Figure 1. Routing congestion map.
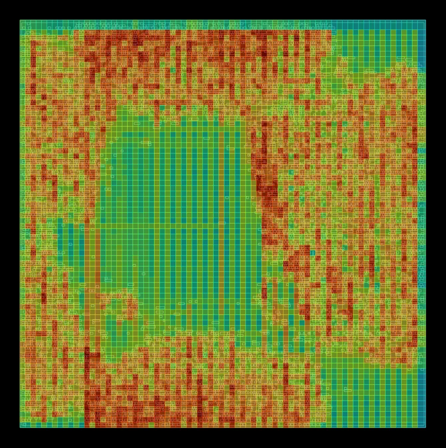
Figure 2. Routed clock nets over the placement.
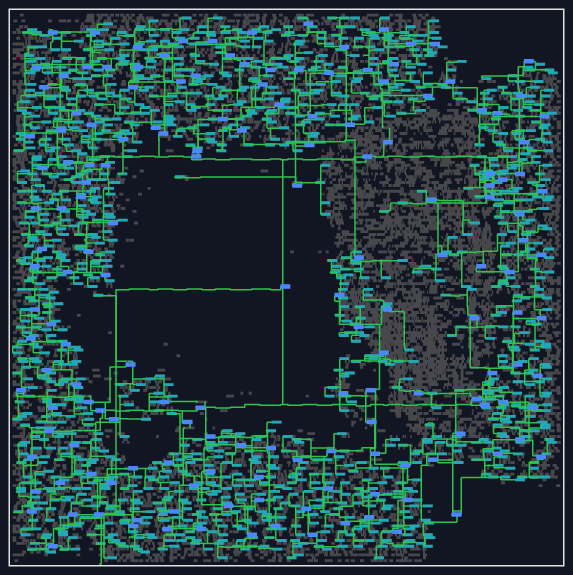
Figure 3. The metal 3 layer.
Cells faint in the background.
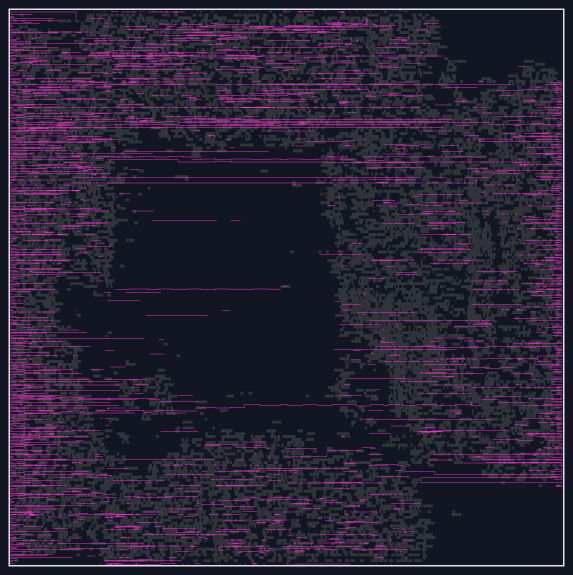
<file path="config.mk">
export PLATFORM = sky130hd
export DESIGN_NAME = residual_grad_mac
export DESIGN_NICKNAME = d
export VERILOG_FILES = /design/src/rtl/residual_grad_mac.sv
export SDC_FILE = /design/constraint.sdc
export NUM_CORES = 2
export LEC_CHECK = 0
export CORE_AREA = 2 2 519 521
export DETAILED_ROUTE_END_ITERATION = 10
export DIE_AREA = 0 0 521 523
export PLACE_DENSITY = 0.65
export SYNTH_ARGS = -nofsm -noshare
export SYNTH_HDL_FRONTEND = slang
export SYNTH_SLANG_ARGS = --single-unit
</file>
<file path="constraint.sdc">
create_clock -name clk -period 6.8 [get_ports clk]
set_clock_uncertainty 0.05 [all_clocks]
set_input_delay 0.68 -clock clk [delete_from_list [all_inputs] [get_ports clk]]
set_output_delay 0.68 -clock clk [all_outputs]
set_load 0.01 [all_outputs]
</file>
<file path="src/rtl/residual_grad_mac.sv">
// Serial gradient MAC: g = sum_i r[i]*x[i], one product per cycle, valid/ready output.
// Optional GRAD_SAT_EN: clamp the shifted accumulator to signed 32-bit and flag sat.
module residual_grad_mac #(
   parameter int M    = 20,
   parameter int FRAC = 0
) (
   input  logic                clk,
   input  logic                rst_n,
   input  logic                in_valid,
   output logic                in_ready,
   input  logic [32*M-1:0]     residual,
   input  logic [32*M-1:0]     x_col,
   output logic                out_valid,
   input  logic                out_ready,
   output logic [31:0]         grad,
   output logic                busy,
   output logic                sat
);
   localparam int IDX_W = (M > 1) ? $clog2(M) : 1;
   localparam int AW    = 64 + $clog2(M) + 1;

   typedef enum logic [1:0] {IDLE, MAC, DONE} state_t;

   state_t                state_q, state_d;
   logic [IDX_W-1:0]      idx_q;
   logic [32*M-1:0]       r_q, x_q;
   logic signed [AW-1:0]  acc_q, acc_next, s;
   logic signed [31:0]    a, b;
   logic signed [63:0]    prod;
   logic [31:0]           grad_q, grad_d;
   logic                  sat_q, sat_d;
   logic                  last;

   assign last = (idx_q == IDX_W'(M - 1));

   always_ff @(posedge clk or negedge rst_n) begin
      if (!rst_n) state_q <= IDLE;
      else        state_q <= state_d;
   end

   always_comb begin
      state_d = state_q;
      case (state_q)
         IDLE:    if (in_valid)  state_d = MAC;
         MAC:     if (last)      state_d = DONE;
         DONE:    if (out_ready) state_d = IDLE;
         default:                state_d = IDLE;
      endcase
   end

   assign in_ready  = (state_q == IDLE);
   assign busy      = (state_q != IDLE);
   assign out_valid = (state_q == DONE);

   // Operand buses shift left each MAC cycle so the current element is always on top.
   assign a        = r_q[32*M-1 -: 32];
   assign b        = x_q[32*M-1 -: 32];
   assign prod     = 64'(a) * 64'(b);
   assign acc_next = acc_q + AW'(prod);
   assign s        = acc_next >>> FRAC;

   always_comb begin
      grad_d = s[31:0];
      sat_d  = 1'b0;
`ifdef GRAD_SAT_EN
      if (s > AW'(64'sd2147483647)) begin
         grad_d = 32'h7FFF_FFFF;
         sat_d  = 1'b1;
      end else if (s < AW'(-64'sd2147483648)) begin
         grad_d = 32'h8000_0000;
         sat_d  = 1'b1;
      end
`endif
   end

   always_ff @(posedge clk or negedge rst_n) begin
      if (!rst_n) begin
         r_q    <= '0;
         x_q    <= '0;
         acc_q  <= '0;
         idx_q  <= '0;
         grad_q <= '0;
         sat_q  <= 1'b0;
      end else begin
         case (state_q)
            IDLE: if (in_valid) begin
               r_q   <= residual;
               x_q   <= x_col;
               acc_q <= '0;
               idx_q <= '0;
            end
            MAC: begin
               acc_q <= acc_next;
               r_q   <= r_q << 32;
               x_q   <= x_q << 32;
               idx_q <= last ? '0 : idx_q + IDX_W'(1);
               if (last) begin
                  grad_q <= grad_d;
                  sat_q  <= sat_d;
               end
            end
            default: ;
         endcase
      end
   end

   assign grad = grad_q;
   assign sat  = sat_q;
endmodule
</file>
==> notes.md <==
run results: status=complete, but fails checks, failing checks=setup timing, DIE WIDTH=521 um, # IOs=1320, Mapped Cells=9086, Layout Nets=11957, GRT Overall Usage=0.2623, Slew @ Worst Pin=1.399 ns, post-synth net total=10960, ANT nets after route=0, DRT iter0 DRCs=8547, CP max FO=5, CP cell instances=buf_6, and2_4, fa_1, fa_2, inv_2, fa_1, fa_1, fa_1, fa_1, fa_1, fa_1, inv_2, ha_4, and4_4, nand3_4, buf_6, nor2_4, a21boi_4, o2111ai_4, a211o_1, a211o_1, o211ai_2, die height=523 um, Reg area=33850 um^2, vias in the first global route=74188, core area=267000 um^2, fp_density=0.3142, Clock transition at path regs=0.07 ns, most numerous logic cells after layout=1324 x dfrtp_1, 1316 x clkdlybuf4s50_1, 1236 x o21ai_0, 1224 x a21oi_1, 1162 x nor2b_1, WP data required=7.43 ns, Min-Delay Path Class=in -> reg, Commonest Layout Cell=dfrtp_1, row cnt=190, CP top delay family=adder cells, CTS tree=yes, fin crit period=6.977 ns, largest net degree at the start of global routing=209, CP Capture Type=flip-flop, RR Startpoint=x_q[613], Final Hold Fails=0, clock root buffer=clkbuf_16, cycle use final=1.026, DP HPWL=273.0 mm, number of max-cap violations=0, ys flop type=dfrtp_1, Yosys Chip Area=83870 um^2, setup TNS=-1.518 ns, endpoints failing setup=14, Arrival @ worst endpoint=7.61 ns, die area=272500 um^2, post-synthesis async set-or-reset flop share=1.000, drt first pass iters=8, HP Start=residual[24], Post-synth EDFFs=0, clk buf depth=3, H-tree depth=4, antenna violations before repair=209, Avg Cell Area, Syn=9.231 um^2, Min Hold Slack=0.4063 ns, Post-synth seq share=0.4031, crit path from=x_q[613], Crit path top cell by count=fa_1, clk sinks=1351, Yosys reg bits=1351, type of the worst setup path=reg -> reg, DP Area=101000 um^2, met2 usage=0.3936, yosys synthesis warning count=0, FMAX=143.3 MHz, CP max stage cell=fa_2, fin worst setup slack=-0.1770 ns, fin. max-slew vios=0, OpenROAD warning count=158, Design Area, Final=108400 um^2, first-pass GRT wire length=530.3 mm, final estimated routing congestion in global placement=0.9458, ys cells=9086, Multi-input gate area=45940 um^2, distinct lib cells=59, Worst Path Buf+Inv=4, CTS buffer count=164, slew margin rel.=0.06742, Area Growth Syn to Fin=29.20%, startpoint types=flip-flop, buffers added on ports=1318, DRC violations left=0, fillcell total=25852, global route overflow=0, layout cells sized above 1=0.07581, Largest stage delay, worst path=0.56 ns, GR peak layer=met2, DR vias/cell=5.481
## Picture notes: Figure 1
routed len/inst: 26.79 um
final core utilization: 0.4059
GRT met1 Usage: 0.3451

## Picture notes: Figure 2
legend:
  green:
    item: clock wires
    length: 21.8 mm
  blue:
    item: cells driving clock nets
    count: 164
  cyan:
    item: flip-flops
    count: 1351
routed clock nets: 165
Clk Latency, worst-skew pair: 0.83 ns

## Picture notes: Figure 3
longest straight run: 408 um
share of all routed wire: 9.1%
nets with wire on the layer: 1471
wire length on this layer: 34.1 mm
main direction: horizontal
WL final: 372.8 mm
met3 global-route usage: 0.07769
vias: 76287

[metal layers]
layer	vias to the layer above	part of all wire
met5	-	0.0019
met4	108	0.049
met3	679	0.091
met2	3201	0.45
met1	38545	0.41
li1	33754	-
[final timing paths]
| kind | to | slack [ns] | depth (start not counted) |
|---|---|---|---|
| worst max-delay path | acc_q[30] | -0.18 | 22 |
| worst min-delay path | r_q[24] | 0.41 | 2 |
| worst max register to register | acc_q[30] | -0.18 | 22 |
| worst min register to register | grad[15] | 0.43 | 2 |
| max in group asynchronous | r_q[191] | 4.34 | 4 |
| min in group asynchronous | r_q[163] | 0.43 | 2 |
[what timing repair did]
action                                 CTS  global route
resized                                117           148
endpoints found under the hold margin  100             0
setup endpoints to repair               32            37
pin swaps                               57            88
hold buffers                             1             0
setup buffers                           20            23
[kinds of logic after synthesis]
family | after synthesis | share of synthesized area
xor+xnor | 89 | 0.009294
mux | 7 | 0.0009695
fa+ha+maj | 590 | 0.1272
compound gates | 3770 | 0.2650
flops | 1351 | 0.4031
buf+inv | 1328 | 0.05985
other cells | 1 | 0.00004471
simple gates | 1950 | 0.1346
[sequential cells by signal, indices dropped and copies added, names as in the netlist]
| signal | flops |
|---|---|
| x_q | 640 |
| r_q | 640 |
| idx_q | 5 |
| grad | 32 |
| state_q | 2 |
| acc_q | 32 |
[area by class of cell]
class                   count  share of cell area
diodes                    156            0.003602
clock buffers             238             0.04348
clock inverters            55            0.008152
inverters                 526             0.01822
multi-input cells        6407              0.4239
flip-flops and latches   1351              0.3123
well taps                3552             0.04101
repair buffers           1633              0.1493
[cells in the mapped netlist, types with 4 or more instances]
library cell	instances	area, um^2
dfrtp_1	1351	33810
o21ai_0	1243	6221
a21oi_1	1234	6176
nor2b_1	1164	7282
a22oi_1	1161	8716
clkbuf_1	741	2781
inv_1	526	1974
fa_1	438	8768
nand2_1	406	1524
and2_1	273	1708
ha_1	152	1902
a22o_1	79	691.9
xnor2_1	70	613.1
and3b_1	56	490.5
buf_1	47	176.4
xor2_1	19	166.4
nor2_1	17	63.81
a21o_1	12	90.09
buf_2	8	40.04
nand3_1	8	40.04
mux2_2	5	56.30
nand2b_1	5	31.28
nand4_1	5	31.28
o21ai_1	5	25.02
a31oi_1	4	25.02
nor3_1	4	20.02
[metrics by stage]
| stage | std cells | setup WS [ns] |
|---|---|---|
| after global routing | 13863 | -0.3910 |
| final | 13918 | -0.1770 |
| after detailed placement | 13428 | -0.3693 |
| after floorplan | 9086 | 0.0008082 |
| after CTS | 13742 | -0.2382 |
| after global placement | 13428 | -0.4325 |
